===== src/rtl/parameterized_reload_down_counter_pkg.sv =====
// parameterized_reload_down_counter_pkg: shared counter state encoding and default width.
package parameterized_reload_down_counter_pkg;

   localparam int PRDC_WIDTH = 8;

   typedef enum logic [1:0] {
      IDLE = 2'b00,
      RUN  = 2'b01,
      DONE = 2'b10
   } state_e;

endpackage


===== src/rtl/parameterized_reload_down_counter_if.sv =====
// parameterized_reload_down_counter_if: load handshake, control and status bundle of the reload down-counter.
interface parameterized_reload_down_counter_if
   import parameterized_reload_down_counter_pkg::*;
#(
   parameter int WIDTH = PRDC_WIDTH
);
   logic             load_valid;
   logic [WIDTH-1:0] load_value;
   logic             load_ready;
   logic             start;
   logic             stop;
   logic             enable;
   logic             auto_reload;
   logic [WIDTH-1:0] count;
   logic             busy;
   logic             done;
   logic             tc;

   modport master (
      output load_valid, load_value, start, stop, enable, auto_reload,
      input  load_ready, count, busy, done, tc
   );

   modport slave (
      input  load_valid, load_value, start, stop, enable, auto_reload,
      output load_ready, count, busy, done, tc
   );
endinterface


===== src/rtl/parameterized_reload_down_counter.sv =====
// parameterized_reload_down_counter: loadable down-counter/timer with one-shot or auto-reload terminal count.
module parameterized_reload_down_counter
   import parameterized_reload_down_counter_pkg::*;
#(
   parameter int WIDTH = PRDC_WIDTH
) (
   input logic clk,
   input logic rst_n,
   parameterized_reload_down_counter_if.slave bus
);
   state_e           state_q, state_d;
   logic [WIDTH-1:0] count_q, count_d, reload_q, reload_d;
   logic             tc_q, tc_d;
   logic             load_acc, restart, step, term;

   assign load_acc = bus.load_valid && (state_q != RUN);
   assign restart  = (state_q == DONE) && bus.start && (reload_q != '0);
   assign step     = (state_q == RUN) && !bus.stop && bus.enable;
   assign term     = step && (count_q == WIDTH'(1));

   always_ff @(posedge clk or negedge rst_n) begin
      if (!rst_n) begin
         state_q  <= IDLE;
         count_q  <= '0;
         reload_q <= '0;
         tc_q     <= 1'b0;
      end else begin
         state_q  <= state_d;
         count_q  <= count_d;
         reload_q <= reload_d;
         tc_q     <= tc_d;
      end
   end

   // the unused encoding 2'b11 falls through to IDLE
   always_comb begin
      state_d = state_q;
      case (state_q)
         IDLE:    state_d = (!load_acc && bus.start && count_q != '0) ? RUN : IDLE;
         RUN:     state_d = bus.stop ? IDLE : (term && !bus.auto_reload) ? DONE : RUN;
         DONE:    state_d = load_acc ? IDLE : restart ? RUN : DONE;
         default: state_d = IDLE;
      endcase
   end

   always_comb begin
      count_d  = count_q;
      reload_d = reload_q;
      tc_d     = 1'b0;
      if (load_acc) begin
         count_d  = bus.load_value;
         reload_d = bus.load_value;
      end else if (restart) begin
         count_d = reload_q;
      end else if (term) begin
         count_d = bus.auto_reload ? reload_q : '0;
         tc_d    = 1'b1;
      end else if (step && count_q > WIDTH'(1)) begin
         count_d = count_q - WIDTH'(1);
      end
   end

   always_comb begin
      bus.load_ready = (state_q != RUN);
      bus.busy       = (state_q == RUN);
      bus.done       = (state_q == DONE);
      bus.count      = count_q;
      bus.tc         = tc_q;
   end
endmodule


===== src/flat_wrapper.sv =====
// flat-port wrapper written by rule: the top's interface ports become plain ports
module parameterized_reload_down_counter_flat import parameterized_reload_down_counter_pkg::*;
#(
   parameter int WIDTH = PRDC_WIDTH
)
  (clk, rst_n, bus_load_valid, bus_load_value, bus_start, bus_stop, bus_enable, bus_auto_reload, bus_load_ready, bus_count, bus_busy, bus_done, bus_tc);
  parameterized_reload_down_counter_if #(.WIDTH(WIDTH)) bus_i ();
  input logic clk;
  input logic rst_n;
  input wire logic [$bits(bus_i.load_valid)-1:0] bus_load_valid;
  input wire logic [$bits(bus_i.load_value)-1:0] bus_load_value;
  input wire logic [$bits(bus_i.start)-1:0] bus_start;
  input wire logic [$bits(bus_i.stop)-1:0] bus_stop;
  input wire logic [$bits(bus_i.enable)-1:0] bus_enable;
  input wire logic [$bits(bus_i.auto_reload)-1:0] bus_auto_reload;
  output wire logic [$bits(bus_i.load_ready)-1:0] bus_load_ready;
  output wire logic [$bits(bus_i.count)-1:0] bus_count;
  output wire logic [$bits(bus_i.busy)-1:0] bus_busy;
  output wire logic [$bits(bus_i.done)-1:0] bus_done;
  output wire logic [$bits(bus_i.tc)-1:0] bus_tc;
  assign bus_i.load_valid = bus_load_valid;
  assign bus_i.load_value = bus_load_value;
  assign bus_i.start = bus_start;
  assign bus_i.stop = bus_stop;
  assign bus_i.enable = bus_enable;
  assign bus_i.auto_reload = bus_auto_reload;
  assign bus_load_ready = bus_i.load_ready;
  assign bus_count = bus_i.count;
  assign bus_busy = bus_i.busy;
  assign bus_done = bus_i.done;
  assign bus_tc = bus_i.tc;
  parameterized_reload_down_counter #(.WIDTH(WIDTH)) u_core (.clk(clk), .rst_n(rst_n), .bus(bus_i));
endmodule

===== config.mk =====
export PLATFORM = sky130hd
export DESIGN_NAME = parameterized_reload_down_counter_flat
export DESIGN_NICKNAME = d
export VERILOG_FILES = /design/src/rtl/parameterized_reload_down_counter_pkg.sv /design/src/rtl/parameterized_reload_down_counter_if.sv /design/src/rtl/parameterized_reload_down_counter.sv /design/src/flat_wrapper.sv
export SDC_FILE = /design/constraint.sdc
export NUM_CORES = 1
export LEC_CHECK = 0
export ABC_AREA = 0
export CAP_MARGIN = 20
export CORE_ASPECT_RATIO = 0.9
export CORE_MARGIN = 10
export CORE_UTILIZATION = 35
export DETAILED_ROUTE_END_ITERATION = 8
export HOLD_SLACK_MARGIN = 0.15
export PLACE_DENSITY = 0.58
export SETUP_SLACK_MARGIN = 0.02
export SYNTH_ARGS = -nofsm -noshare
export SYNTH_HDL_FRONTEND = slang
export SYNTH_SLANG_ARGS = --single-unit
export TNS_END_PERCENT = 10

===== constraint.sdc =====
create_clock -name clk -period 2.4 [get_ports clk]
set_clock_uncertainty 0.15 [all_clocks]
set_input_delay 0.48 -clock clk [delete_from_list [all_inputs] [get_ports clk]]
set_output_delay 0.48 -clock clk [all_outputs]
set_load 0.02 [all_outputs]

Fig. 1: run 1, cell density map
Drawn at 3 px/um. 8 x 8 tiles, from dark purple (low) to yellow (high), 0 to 100% covered.
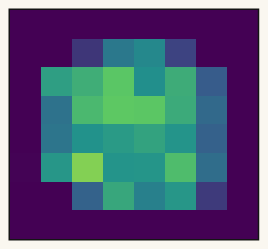
1.6% of the tiles are over 75% full. The emptiest ninth of the die: north-east. The mean over all tiles is 26%. The fullest tile reaches 81%.
core area: 0.003378 sq mm
Starting Density: 36.48%
Final Core Density: 49.15%

Fig. 2: run 1, register map, names as in the netlist
Drawn at 4 px/um. Other sequential cells in the stronger gray, the rest of the logic in the fainter gray.
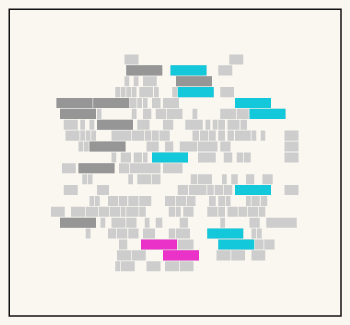
Key: `u_core.bus.count` = cyan [flops 8]; `u_core.state_q` = magenta [flops 2]
flop share of the area: 28.64%
Flop area: 475.5 sq um
seq pwr: 0.456 mW

Fig. 3: run 1, logic cells by family
Drawn at 6 px/um.
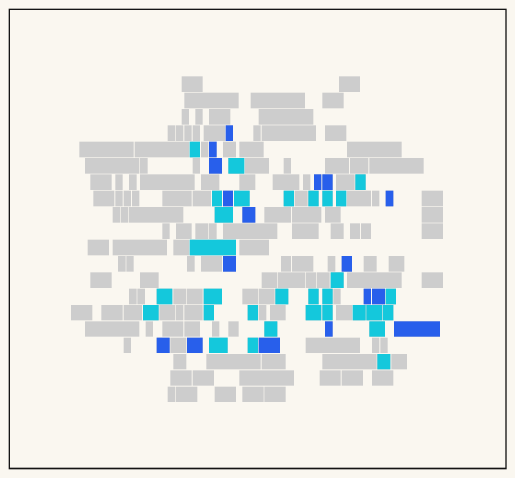
Key: inverting AOI/OAI gates = cyan [cells 31]; NOR gates = blue [cells 17]
Post-Layout Cell Count: 223
logic share of the area: 42.88%
Commonest Layout Cell: nand2_1

Fig. 4: run 1, wires at chosen ports, followed through buffers
Drawn at 4 px/um.
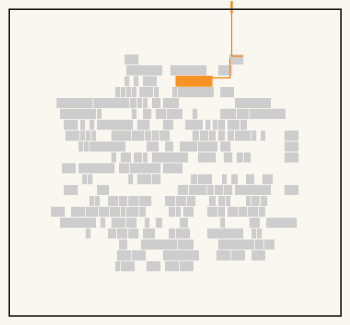
Key: `bus_tc` = orange [bits 1, direction output, edge north, end cells 1, buffers 1, wire 23.2 um]
number of I/O port buffers: 26
# IOs: 27

==> Slide: Implementation Results, run 1 <==
Key Metrics from the Run

Cells and area
  • Layout cells sized above 1: 11.73%
  • Design area: 0.001660 sq mm
  • #MultiIn Comb: 111
  • Signal buffers: 37
  • Flip-flops: 19
  • Area growth from synthesis to layout: 34.72%
  • Ant. Diodes: 0
  • Top logic cells by instance count in the layout: 28 x nand2_1, 26 x clkdlybuf4s50_1, 19 x dfrtp_1, 12 x a21oi_1, 11 x buf_4
  • Top cell category: combinational gates

Logic synthesis
  • Xor+xnor area frac: 1.421%
  • Yosys warning total: 0
  • Ys cells: 141
  • Average size of a mapped cell: 8.741 sq um
  • Biggest area cells: dfrtp_1 39%, nand2_1 8.5%, a21oi_1 4.9%
  • Simple-Gate Fraction of Synth Area: 27.41%
  • Adder Area Share: 3.046%
  • Number of enable flip-flop cells: 0
  • Yosys top cell area share: 38.58%
  • Largest area contributor in the netlist: dfrtp_1
  • Asr flop ratio synth: 100.0%
  • Synthesized area: 0.001232 sq mm
  • Floorplan net count: 159
  • Most common cell in the synthesized netlist: nand2_1
  • Synth mux share: 0%

Final timing
  • Fmax: 442.0 MHz
  • Pins over their slew limit: 0
  • Setup TNS: 0 ns
  • Hold WS: 0.3879 ns
  • Crit path time final: 2.263 ns
  • Worst slew margin: 70.67%
  • Fin crit share: 94.28%
  • Final hold viol count: 0

Drt
  • Via count: 1,241
  • DR WL met3: 230 um
  • M1 WL: 1.743 mm
  • Initial DRC count: 130
  • Routed wire length: 3.737 mm
  • DR pass1 iterations: 4
  • DRC viols: 0

Worst hold path
  • Hold path startpoint: u_core.reload_q[1]
  • HP Class: reg -> reg
  • Hold Path Sink: u_core.reload_q[1]

Die
  • Rows: 20

Power
  • Comb power frac: 34.5%
  • Peak supply drop: 0.0003257 V
  • Power density over the cells: 635.4 mW/mm^2
  • Leak pwr: 0.7208 nW
  • Internal: 0.6648 mW
  • Clk pwr: 0.235 mW

Place
  • Placed Area: 0.001615 sq mm
  • Placed cell count: 219

Clocking
  • # resized after CTS: 0

Critical path
  • CP Launch Type: register
  • Worst reg2reg path depth: 7
  • Flop-to-flop setup slack: 0.30 ns
  • FF-to-FF End: u_core.bus.count[2]
  • Reg2reg start: u_core.bus.count[1]

Global routing
  • Pin count of the biggest net entering global routing: 20
  • All-Layer GR Usage: 12.16%
  • GR Util met1: 16.64%
  • Most Crowded Layer GR: met2
  • GRT overflow: 0
  • Initial antenna violation count: 0

Status
  • Run status: finished clean
==> run 2: changes to the inputs <==
CAP_MARGIN = default   (was 20)
Fig. 5: run 2, wires at chosen ports, followed through buffers
Drawn at 4 px/um.
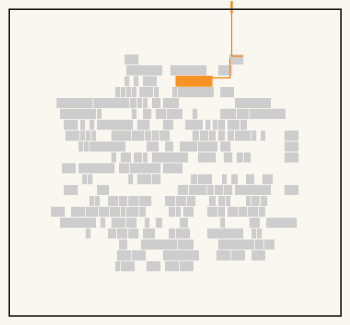

==> run 2 against run 1 <==
  * Die size stayed put
  * Global-route usage stayed put
  * Sequential cell count stayed put
  * First-iteration DRC count stayed put
  * Wire length stayed put
  * Sequential power hardly changed
  * Clock power hardly changed
  * Core utilization stayed put
  * Setup slack stayed put
  * Synthesized cell count stayed put
  * Final cell count stayed put
  * Highest routed layer unchanged
==> Slide: Implementation Results, run 2 <==
Key Metrics from the Run

Critical path
  • Worst reg2reg path depth: 7 (unchanged)
  • CP Launch Type: register
  • FF-to-FF End: u_core.bus.count[2]
  • CP delay by family, top: buffers and inverters
  • Flop-to-flop setup slack: 0.30 ns (about the same)

Die
  • Rows: 20 (unchanged)
  • # IOs: 27 (unchanged)
  • Starting Density: 36.48% (unchanged)
  • Core area: 0.003378 sq mm (unchanged)

Cells and area
  • #MultiIn Comb: 111 (unchanged)
  • Top cell category: combinational gates
  • Flop area: 475.5 sq um (unchanged)
  • Post-Layout Cell Count: 223 (unchanged)
  • Signal buffers: 37 (unchanged)
  • Final Core Density: 49.15% (unchanged)
  • Ant. Diodes: 0 (unchanged)
  • Flip-flops: 19 (unchanged)
  • Area growth from synthesis to layout: 34.72% (unchanged)
  • Layout cells sized above 1: 11.73% (unchanged)
  • Commonest Layout Cell: nand2_1
  • Design area: 0.001660 sq mm (unchanged)
  • Flop share of the area: 28.64% (unchanged)

Drt
  • DRC viols: 0 (unchanged)
  • Initial DRC count: 130 (unchanged)
  • Routed wire length: 3.737 mm (unchanged)
  • DR WL met3: 230 um (unchanged)
  • DR pass1 iterations: 4 (unchanged)
  • Via count: 1,241 (unchanged)
  • M1 WL: 1.743 mm (unchanged)

Global routing
  • Initial antenna violation count: 0 (unchanged)
  • All-Layer GR Usage: 12.16% (unchanged)
  • Pin count of the biggest net entering global routing: 20 (unchanged)
  • Most Crowded Layer GR: met2
  • GRT overflow: 0 (unchanged)
  • GR Util met1: 16.64% (unchanged)

Logic synthesis
  • Ys cells: 141 (unchanged)
  • Biggest area cells: dfrtp_1 39%, nand2_1 8.5%, a21oi_1 4.9%
  • Floorplan net count: 159 (unchanged)
  • Synthesized area: 0.001232 sq mm (unchanged)
  • Xor+xnor area frac: 1.421% (unchanged)
  • Yosys top cell area share: 38.58% (unchanged)
  • Average size of a mapped cell: 8.741 sq um (unchanged)
  • Synth mux share: 0% (unchanged)
  • Most common cell in the synthesized netlist: nand2_1
  • Yosys warning total: 0 (unchanged)
  • Largest area contributor in the netlist: dfrtp_1
  • Asr flop ratio synth: 100.0% (unchanged)

Power
  • Power density over the cells: 635.4 mW/mm^2 (unchanged)
  • Clk pwr: 0.235 mW (about the same)
  • Combinational cell power: 0.364 mW
  • Leak pwr: 0.7208 nW (unchanged)
  • Peak supply drop: 0.0003257 V (unchanged)
  • Internal: 0.6648 mW (unchanged)
  • Comb power frac: 34.5% (about the same)

Final timing
  • Crit path time final: 2.263 ns (unchanged)
  • Hold WS: 0.3879 ns (unchanged)
  • Fin crit share: 94.28% (unchanged)
  • Final hold viol count: 0 (unchanged)
  • Setup TNS: 0 ns (unchanged)
  • Pins over their slew limit: 0 (unchanged)

Clocking
  • Htree depth: 1
  • # resized after CTS: 0 (unchanged)

Worst hold path
  • Hold Path Sink: u_core.reload_q[1]
  • HP Class: reg -> reg
  • Hold path startpoint: u_core.reload_q[1]

Place
  • Number of I/O port buffers: 26 (unchanged)
  • Placed Area: 0.001615 sq mm (unchanged)
  • Placed cell count: 219 (unchanged)

Status
  • Run status: finished clean
Fig. 6: run 2, register map, names as in the netlist
Drawn at 4 px/um. Other sequential cells in the stronger gray, the rest of the logic in the fainter gray.
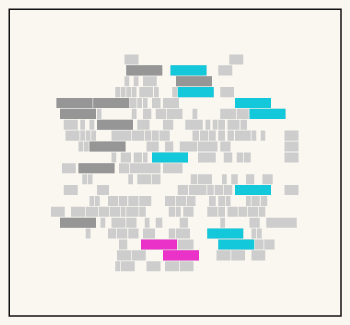
Key: `u_core.state_q` = magenta [flops 2]; `u_core.bus.count` = cyan [flops 8]
Another 9 sequential cells are not colored.

Power and IR drop assume default switching activity.
